**config.mk**
```make
export PLATFORM = sky130hd
export DESIGN_NAME = fp_mul_int_vec_seq
export DESIGN_NICKNAME = d
export VERILOG_FILES = /design/src/rtl/fp_mul_int_vec_seq.sv
export SDC_FILE = /design/constraint.sdc
export NUM_CORES = 1
export LEC_CHECK = 0
export ABC_AREA = 1
export CORE_ASPECT_RATIO = 1.5
export CORE_UTILIZATION = 56
export DETAILED_ROUTE_END_ITERATION = 7
export HOLD_SLACK_MARGIN = 0.06
export PLACE_DENSITY_LB_ADDON = 0.08
export SLEW_MARGIN = 20
export SYNTH_ARGS = -nofsm -noshare
export SYNTH_HDL_FRONTEND = slang
export SYNTH_SLANG_ARGS = --single-unit
```
**constraint.sdc**
```tcl
create_clock -name clk_i -period 10.6 [get_ports clk_i]
set_clock_uncertainty 0.1 [all_clocks]
set_input_delay 3.18 -clock clk_i [delete_from_list [all_inputs] [get_ports clk_i]]
set_output_delay 3.18 -clock clk_i [all_outputs]
set_load 0.05 [all_outputs]
```
**src/rtl/fp_mul_int_vec_seq.sv**
```systemverilog
// Vector FP16 x signed-INT multiplier: NumLanes shared fp_mul_int lanes walk the
// operand vector over NumBeats cycles and present the FP32 product vector in HOLD.
module fp_mul_int_vec_seq #(
    parameter int NumElems = 8,
    parameter int NumLanes = 2,
    parameter int WidthA   = 16,
    parameter int WidthB   = 4,
    parameter int WidthOut = 32,
    parameter int NumBeats = NumElems / NumLanes
) (
    input  logic                         clk_i,
    input  logic                         rst_ni,
    input  logic                         in_valid_i,
    output logic                         in_ready_o,
    input  logic [NumElems*WidthA-1:0]   a_vec_i,
    input  logic [NumElems*WidthB-1:0]   b_vec_i,
    output logic                         out_valid_o,
    input  logic                         out_ready_i,
    output logic [NumElems*WidthOut-1:0] result_vec_o,
    output logic                         busy_o,
    output logic [31:0]                  vec_cnt_o
);

    localparam int BeatW = (NumBeats > 1) ? $clog2(NumBeats) : 1;
    localparam int ProdW = 11 + WidthB;

    typedef enum logic [1:0] {IDLE, RUN, HOLD} state_t;

    state_t                       state_q, state_d;
    logic [BeatW-1:0]             beat_cnt;
    logic [NumElems*WidthA-1:0]   a_reg;
    logic [NumElems*WidthB-1:0]   b_reg;
    logic [NumElems*WidthOut-1:0] res_buf;
    logic [31:0]                  vec_cnt;
    logic [WidthOut-1:0]          lane_out [NumLanes];
    logic                         load;
    logic                         last_beat;
    logic                         hand_off;

    // Round-to-nearest-even on a 24-bit significand; bit 24 flags mantissa overflow.
    function automatic logic [24:0] round_rne(input logic [23:0] sig, input logic guard,
                                              input logic sticky);
        logic inc;
        inc = guard & (sticky | sig[0]);
        return {1'b0, sig} + {24'd0, inc};
    endfunction

    function automatic logic [31:0] sat_pack(input logic sign, input int exp_b,
                                             input logic [22:0] mant);
        if (exp_b >= 255)
            return {sign, 8'hFF, 23'd0};
        else if (exp_b <= 0)
            return {sign, 31'd0};
        else
            return {sign, 8'(exp_b), mant};
    endfunction

    function automatic logic [31:0] fp_mul_int(input logic [15:0] a,
                                               input logic signed [WidthB-1:0] b);
        logic                sr;
        logic [4:0]          ea;
        logic [9:0]          ma;
        logic [WidthB-1:0]   mag;
        logic [10:0]         sig;
        logic [ProdW-1:0]    prod;
        logic [ProdW-1:0]    norm;
        logic [ProdW+23:0]   wide;
        logic [24:0]         rnd;
        logic [22:0]         mant;
        int                  e;
        int                  p;
        int                  exp_b;
        logic [31:0]         r;
        ea   = a[14:10];
        ma   = a[9:0];
        sr   = a[15] ^ b[WidthB-1];
        mag  = b[WidthB-1] ? (~b + 1'b1) : b;
        sig  = {(ea != 5'd0), ma};
        e    = (ea != 5'd0) ? int'(ea) - 15 : -14;
        prod = ProdW'(sig) * ProdW'(mag);
        p    = 0;
        r    = '0;
        if (ea == 5'h1F) begin
            // NaN operand or Inf x 0 gives the canonical quiet NaN
            r = (ma != 10'd0 || mag == '0) ? 32'h7FC0_0000 : {sr, 8'hFF, 23'd0};
        end else if (prod == '0) begin
            r = {sr, 31'd0};
        end else begin
            for (int i = 0; i < ProdW; i++)
                if (prod[i]) p = i;
            norm  = prod << (ProdW - 1 - p);
            wide  = {norm, 24'd0};
            exp_b = p + e - 10 + 127;
            rnd   = round_rne(wide[ProdW+23 -: 24], wide[ProdW-1], |wide[ProdW-2:0]);
            mant  = rnd[24] ? rnd[23:1] : rnd[22:0];
            if (rnd[24]) exp_b = exp_b + 1;
            r = sat_pack(sr, exp_b, mant);
        end
        return r;
    endfunction

    assign last_beat    = (beat_cnt == BeatW'(NumBeats - 1));
    assign hand_off     = (state_q == HOLD) & out_ready_i;
    assign in_ready_o   = (state_q == IDLE) | hand_off;
    assign out_valid_o  = (state_q == HOLD);
    assign busy_o       = (state_q != IDLE);
    assign result_vec_o = res_buf;
    assign vec_cnt_o    = vec_cnt;

    // Lane operand selection depends only on the beat number
    for (genvar l = 0; l < NumLanes; l++) begin : g_lane
        always_comb begin
            lane_out[l] = fp_mul_int(a_reg[(int'(beat_cnt) * NumLanes + l) * WidthA +: WidthA],
                                     b_reg[(int'(beat_cnt) * NumLanes + l) * WidthB +: WidthB]);
        end
    end

    always_comb begin
        state_d = state_q;
        load    = 1'b0;
        case (state_q)
            IDLE: begin
                if (in_valid_i) begin
                    load    = 1'b1;
                    state_d = RUN;
                end
            end
            RUN: begin
                if (last_beat) state_d = HOLD;
            end
            HOLD: begin
                if (out_ready_i) begin
                    load    = in_valid_i;
                    state_d = in_valid_i ? RUN : IDLE;
                end
            end
            default: state_d = IDLE;
        endcase
    end

    always_ff @(posedge clk_i) begin
        if (!rst_ni) begin
            state_q  <= IDLE;
            beat_cnt <= '0;
            vec_cnt  <= '0;
            a_reg    <= '0;
            b_reg    <= '0;
            res_buf  <= '0;
        end else begin
            state_q <= state_d;
            if (load) begin
                a_reg    <= a_vec_i;
                b_reg    <= b_vec_i;
                beat_cnt <= '0;
            end else if (state_q == RUN) begin
                beat_cnt <= last_beat ? '0 : beat_cnt + 1'b1;
            end
            // Slots not touched this beat keep their previous contents
            if (state_q == RUN) begin
                for (int l = 0; l < NumLanes; l++)
                    res_buf[(int'(beat_cnt) * NumLanes + l) * WidthOut +: WidthOut] <= lane_out[l];
            end
            if (hand_off) vec_cnt <= vec_cnt + 32'd1;
        end
    end

endmodule

```
==> CHANGELOG.md <==
### Metrics

- Status: complete, no violations
- TritonCTS buffer count: 35
- RePlAce Congestion: around 0.93
- Internal: around 3.2 mW
- Buffers outside the clock class: 396
- Vias: 21.8k
- Syn. warnings: 0
- Final setup vio count: 0
- Logic pwr share: between 40% and 50%
- Setup WS pre-CTS: 2200 ps
- Worst setup path startpoint: beat_cnt[1]$_SDFFE_PP0P_
- Worst reg2reg path depth: 34
- Initial antenna violation count: 2
- # Cells Yosys: between 3k and 4k
- Crit path DAT: approximately 9000 ps
- Area after DPL: 0.0249 mm²
- DR vias/cell: around 5.6
- Max-area cell share: a little over a third
- Crit-path slowest cell: o31ai_1
- Distinct lib cells: roughly 56
- Postcts setup bufs: 0
- Crit path kind: reg2reg
- Rows: around 87
- Top cells by area: dfxtp_1 (36%), nand2_1 (12%), nor2_1 (8.9%)
- CP endpoint: result_vec_o[61]$_SDFFE_PN0P_
- Latency at later pin: ~550 ps
- Layout Cells excl Fill: slightly below 4k
- Clock power share: a little under a quarter
- Number of tapcells: just under 500
- Max-capacitance violation count: 0
- Hold Path Depth: 2
per-layer routing:
metal  wire length [µm]  GRT usage [%]
met1              25500           39.9
met2              33200           60.1
met3               4640           4.30
met4               4380           21.0
met5                  0              0
cells by family (layout without fill, tap and decap cells):
group                    count (synthesis)  in the layout  share of synthesized area (%)
adder cells (fa/ha/maj)                115            115                           8.08
AND-OR/OR-AND                          533            533                           13.7
AND/OR/NAND/NOR                       1590           1590                           31.7
other                                    1             74                         0.0176
XOR/XNOR                                23             23                           1.05
buffers and inverters                  465            675                           9.83
flip-flops                             380            380                           35.6
worst max-delay path, delay by kind of cell (launching register included):
family | cells | cell delay [ps]
flops | 1 | 680
buf+inv | 8 | 1290
simple gates | 12 | 1680
xor+xnor | 2 | 360
fa+ha+maj | 6 | 2380
compound gates | 6 | 1840
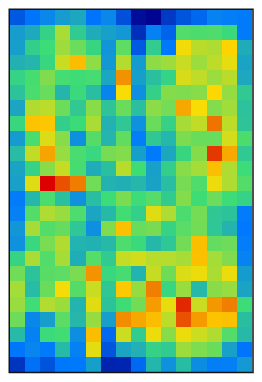
**Above:** wiring heat map.
Scale: 1.5 px per µm. 16 x 24 tiles, from dark blue (low) to red (high), scaled to the fullest tile. Values are wire area over tile area, all layers added.
fullest tile: 0.58
nearly empty tiles: 0.30%
mean over tiles: 0.29
tiles over half the peak: 53%

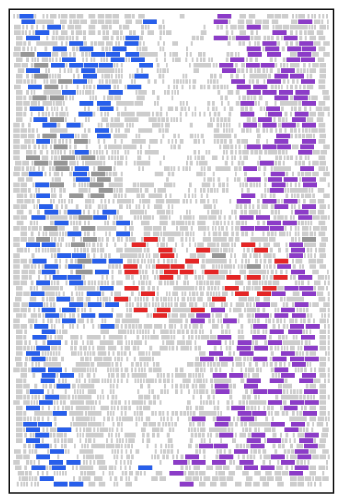
**Above:** where the registers sit.
Scale: 2 px per µm.
| netlist name | color | sequential cells |
|---|---|---|
| a_reg | blue | 128 |
| vec_cnt_o | red | 32 |
| result_vec_o | purple | 184 |
not colored: 36

No activity file was given, so power comes from the tool's default toggle rates.
